Fig. 1: metal 1
(4 px per µm)
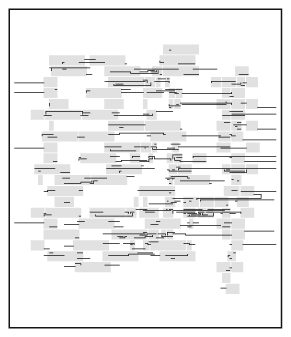
Fig. 2: met2 routing
(6 px per µm)
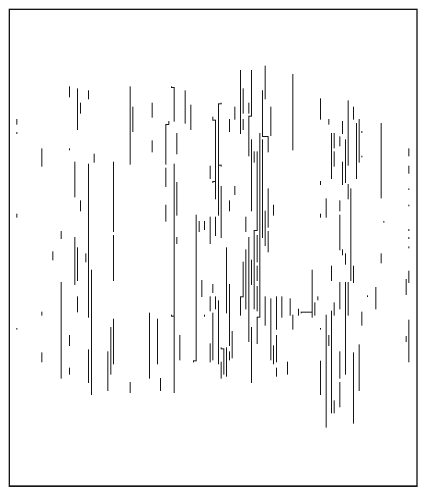
--- src/rtl/irq_request_latch_pkg.sv ---
`default_nettype none
// ============================================================================
// Module      : irq_pkg
// Description : Shared defaults and FSM state encoding for the interrupt
//               request latch that feeds the 8-input priority encoder.
// Contents    : N_IRQ_DEF, CODE_W_DEF, SYNC_STAGES_DEF, irq_state_t
// Revision    : 1.0 - initial release
// ============================================================================
package irq_pkg;

  localparam int N_IRQ_DEF       = 8;
  localparam int CODE_W_DEF      = 3;
  localparam int SYNC_STAGES_DEF = 2;

  typedef enum logic [1:0] {
    IDLE = 2'd0,
    REQ  = 2'd1,
    HOLD = 2'd2
  } irq_state_t;

endpackage : irq_pkg
`default_nettype wire

--- src/rtl/irq_request_latch_edge_sync.sv ---
`default_nettype none
// ============================================================================
// Module      : irq_edge_sync
// Description : One interrupt line: SYNC_STAGES-deep synchroniser, a delay
//               flop and a single-cycle rising-edge pulse.
// Ports       : clk     - system clock, rising edge
//               rst_n   - asynchronous active-low reset
//               irq_i   - raw asynchronous interrupt line
//               set_o   - one-cycle pulse on a synchronised 0->1 edge
// Revision    : 1.0 - initial release
// ============================================================================
module irq_edge_sync
  import irq_pkg::*;
#(
  parameter int SYNC_STAGES = SYNC_STAGES_DEF  // must be >= 2
) (
  input  logic clk,
  input  logic rst_n,
  input  logic irq_i,
  output logic set_o
);

  logic [SYNC_STAGES-1:0] sync_q;
  logic [SYNC_STAGES-1:0] sync_d;
  logic                   dly_q;
  // Arming shift register: the synchroniser and delay flops come out of reset
  // at 0, so a line that is already high would otherwise look like a fresh
  // edge. Edge reporting is held off until the delay flop has caught up with
  // the real line level (SYNC_STAGES+1 clocks after reset release).
  logic [SYNC_STAGES:0]   arm_q;

  assign sync_d = {sync_q[SYNC_STAGES-2:0], irq_i};

  always_ff @(posedge clk or negedge rst_n) begin
    if (!rst_n) begin
      sync_q <= '0;
      dly_q  <= 1'b0;
      arm_q  <= '0;
    end else begin
      sync_q <= sync_d;
      dly_q  <= sync_q[SYNC_STAGES-1];
      arm_q  <= {arm_q[SYNC_STAGES-1:0], 1'b1};
    end
  end

  assign set_o = sync_q[SYNC_STAGES-1] & ~dly_q & arm_q[SYNC_STAGES];

endmodule : irq_edge_sync
`default_nettype wire

--- src/rtl/irq_request_latch.sv ---
`default_nettype none
// ============================================================================
// Module      : irq_request_latch
// Description : Synchronises raw interrupt lines, latches rising edges as
//               sticky pending bits, presents the masked vector to the
//               priority encoder and handshakes with the consumer. An ack
//               carries the encoder code back and clears that pending bit.
// Ports       : clk            - system clock, rising edge
//               rst_n          - asynchronous active-low reset
//               ovr_clr_i      - clear overrun counter (IRQ_OVERRUN_CNT_EN)
//               overrun_cnt_o  - saturating overrun count (IRQ_OVERRUN_CNT_EN)
//               irq_in_i       - raw asynchronous interrupt lines
//               mask_i         - 1 = line enabled
//               pend_out_o     - pending & mask, encoder input
//               irq_valid_o    - request to consumer (state == REQ)
//               ack_i          - consumer accepts current request
//               ack_code_i     - index being serviced
//               pending_raw_o  - unmasked pending register
// Options     : `define IRQ_OVERRUN_CNT_EN adds the overrun counter and its
//               two ports; without it neither exists.
// Revision    : 1.0 - initial release
// ============================================================================
module irq_request_latch
  import irq_pkg::*;
#(
  parameter int N_IRQ       = N_IRQ_DEF,
  parameter int CODE_W      = CODE_W_DEF,
  parameter int SYNC_STAGES = SYNC_STAGES_DEF
) (
  input  logic              clk,
  input  logic              rst_n,
`ifdef IRQ_OVERRUN_CNT_EN
  input  logic              ovr_clr_i,
  output logic [7:0]        overrun_cnt_o,
`endif
  input  logic [N_IRQ-1:0]  irq_in_i,
  input  logic [N_IRQ-1:0]  mask_i,
  output logic [N_IRQ-1:0]  pend_out_o,
  output logic              irq_valid_o,
  input  logic              ack_i,
  input  logic [CODE_W-1:0] ack_code_i,
  output logic [N_IRQ-1:0]  pending_raw_o
);

  logic [N_IRQ-1:0] set_vec;
  logic [N_IRQ-1:0] clr_vec;
  logic [N_IRQ-1:0] pending_q;
  logic [N_IRQ-1:0] pending_d;
  logic [N_IRQ-1:0] pend_masked;
  logic             ack_ok;
  irq_state_t       state_q;

  // --------------------------------------------------------------------------
  // Per-line synchroniser and edge detector
  // --------------------------------------------------------------------------
  for (genvar gi = 0; gi < N_IRQ; gi++) begin : g_line
    irq_edge_sync #(
      .SYNC_STAGES (SYNC_STAGES)
    ) u_edge_sync (
      .clk   (clk),
      .rst_n (rst_n),
      .irq_i (irq_in_i[gi]),
      .set_o (set_vec[gi])
    );
  end

  assign pend_masked = pending_q & mask_i;

  // --------------------------------------------------------------------------
  // Acknowledge decode and pending next state. A code beyond N_IRQ-1 is not a
  // valid acknowledge at all (no clear, no HOLD). Set is OR-ed in after the
  // clear so a coincident new edge on the serviced line survives.
  // --------------------------------------------------------------------------
  always_comb begin
    ack_ok  = 1'b0;
    clr_vec = '0;
    if ((state_q == REQ) && ack_i && (32'(ack_code_i) < N_IRQ)) begin
      ack_ok = 1'b1;
    end
    for (int i = 0; i < N_IRQ; i++) begin
      clr_vec[i] = ack_ok && (32'(ack_code_i) == i);
    end
    pending_d = (pending_q & ~clr_vec) | set_vec;
  end

  // --------------------------------------------------------------------------
  // Pending register and request FSM
  // --------------------------------------------------------------------------
  always_ff @(posedge clk or negedge rst_n) begin
    if (!rst_n) begin
      pending_q <= '0;
      state_q   <= IDLE;
    end else begin
      pending_q <= pending_d;
      case (state_q)
        IDLE: begin
          if (|pend_masked) state_q <= REQ;
        end
        REQ: begin
          if (ack_ok)              state_q <= HOLD;
          else if (!(|pend_masked)) state_q <= IDLE;  // masked away, no clear
        end
        // One idle cycle so the encoder settles on the updated vector.
        HOLD:    state_q <= IDLE;
        default: state_q <= IDLE;
      endcase
    end
  end

  assign irq_valid_o   = (state_q == REQ);
  assign pend_out_o    = pend_masked;
  assign pending_raw_o = pending_q;

`ifdef IRQ_OVERRUN_CNT_EN
  // --------------------------------------------------------------------------
  // Overrun counter: a new edge landing on a bit that is still pending (and
  // not being cleared this cycle) means an event was merged and lost.
  // --------------------------------------------------------------------------
  logic       ovr_hit;
  logic [7:0] ovr_cnt_q;

  assign ovr_hit = |(set_vec & pending_q & ~clr_vec);

  always_ff @(posedge clk or negedge rst_n) begin
    if (!rst_n) begin
      ovr_cnt_q <= 8'd0;
    end else if (ovr_clr_i) begin
      ovr_cnt_q <= 8'd0;
    end else if (ovr_hit && (ovr_cnt_q != 8'hFF)) begin
      ovr_cnt_q <= ovr_cnt_q + 8'd1;
    end
  end

  assign overrun_cnt_o = ovr_cnt_q;
`endif

endmodule : irq_request_latch
`default_nettype wire

--- config.mk ---
export PLATFORM = sky130hd
export DESIGN_NAME = irq_request_latch
export DESIGN_NICKNAME = d
export VERILOG_FILES = /design/src/rtl/irq_request_latch_pkg.sv /design/src/rtl/irq_request_latch_edge_sync.sv /design/src/rtl/irq_request_latch.sv
export SDC_FILE = /design/constraint.sdc
export NUM_CORES = 1
export LEC_CHECK = 0
export CORE_ASPECT_RATIO = 1.2
export CORE_MARGIN = 5
export CORE_UTILIZATION = 30
export DETAILED_ROUTE_END_ITERATION = 8
export PLACE_DENSITY = 0.53
export SLEW_MARGIN = 20
export SYNTH_ARGS = -nofsm -noshare
export SYNTH_HDL_FRONTEND = slang
export SYNTH_SLANG_ARGS = --single-unit
--- constraint.sdc ---
create_clock -name clk -period 2.2 [get_ports clk]
set_clock_uncertainty 0.15 [all_clocks]
set_input_delay 0.55 -clock clk [delete_from_list [all_inputs] [get_ports clk]]
set_output_delay 0.55 -clock clk [all_outputs]
set_load 0.005 [all_outputs]
==> git commit body <==
Refresh implementation metrics

- Number of cell instances after yosys synthesis: 83
* Storage cell area: between 900 and 1000 µm²
- Clock tree from TritonCTS: built
* Placement row count: 25
- Power density relative to cell area: about 830 nW/µm²
- The layout report gives the multi-input gate share of total cell area as 0.156.
* Sum of routed wire length over all layers: 2190 µm
- Final period util: 0.940
* Core Util at FP: 0.307
- Instance count along the most critical hold path: 0
- Yosys top cell by instances: sky130_fd_sc_hd__dfrtp_1
* Async SR Flop Fraction: 1.00
* Synthesized cell area: 1200 µm²
* Detailed Place HPWL: 1690 µm
- Required time of the worst setup path: 1.50 ns
- The power report puts the net switching power at 321 µW.
* Number of setup violations in the final report: 0
- Internal power: 1110 µW
* Floorplan Core Area: ~4000 µm²
- For flop-to-flop paths, the worst setup slack is 0.52 ns.
- Critical-path maximum fanout: 2
- The script logs the ratio of routed vias to standard cells as 4.32.
- The startpoint identified for the worst hold timing path is g_line[6].u_edge_sync.sync_q[0]$_DFF_PN0_.
- The post-synth count of flops with an enable pin is 0.
* Area of the multi-input gates: 269 µm²
- Fraction of area in clock buffers and inverters: 0.0463
- The initial antenna violation count came to 0.
- The routed layout reports a DRC error count of 0.
* Worst setup slack after layout: roughly 0.13 ns
- Count of antenna diodes in the layout: 0
- In the final layout, excluding clock inverters the inverter count is 0.
- Termination of the worst setup path: pend_out_o[3]
* Crit path launch type: input pin
- Global-route wire length before repair: 3680 µm
* Status: complete, no violations
- The tree is rooted in a sky130_fd_sc_hd__clkbuf_8.
- FFs & Latches: 37
* Total chip power: 1430 µW
* Post-synthesis to final-layout area growth: 44.2%
- Measured on the finished design, the core utilization comes to 0.442.
- Critical register-to-register path endpoint: state_q[0]$_DFFE_PN0P_
About Fig. 1:
share of all routed wire	41%
nets with wire on the layer	122
wire length on this layer	897 µm
main direction	horizontal
longest straight run	24.4 µm

About Fig. 2:
wire length on this layer	966 µm
share of all routed wire	44%
longest straight run	38.1 µm
nets with wire on the layer	127

## layer usage
metal	global-route usage	vias to the layer above	part of all wire
met1	0.108	382	0.41
met3	0.0495	2	0.14
met5	0	-	0
li1	-	367	-
met4	0.0243	0	0.012
met2	0.148	43	0.44
## power groups by stage
stage	clock network (µW)	logic (µW)	registers (µW)
global placement	0	237	787
global route	479	249	786
floorplan	0	72.9	780
detailed placement	0	242	790
CTS	451	229	777
finish	428	223	775
## sequential cells by signal, indices dropped and copies added, names as in the netlist
name / flops
g_line.u_edge_sync.sync_q: 16
pending_raw_o: 8
g_line.u_edge_sync.dly_q: 8
g_line.u_edge_sync.arm_q: 3
state_q: 2
## critical path, delay by kind of cell
family                 cells  cell delay, ns
and+or+nand+nor            1            0.13
buffers and inverters      2            0.69
No activity file was given, so power comes from the tool's default toggle rates.
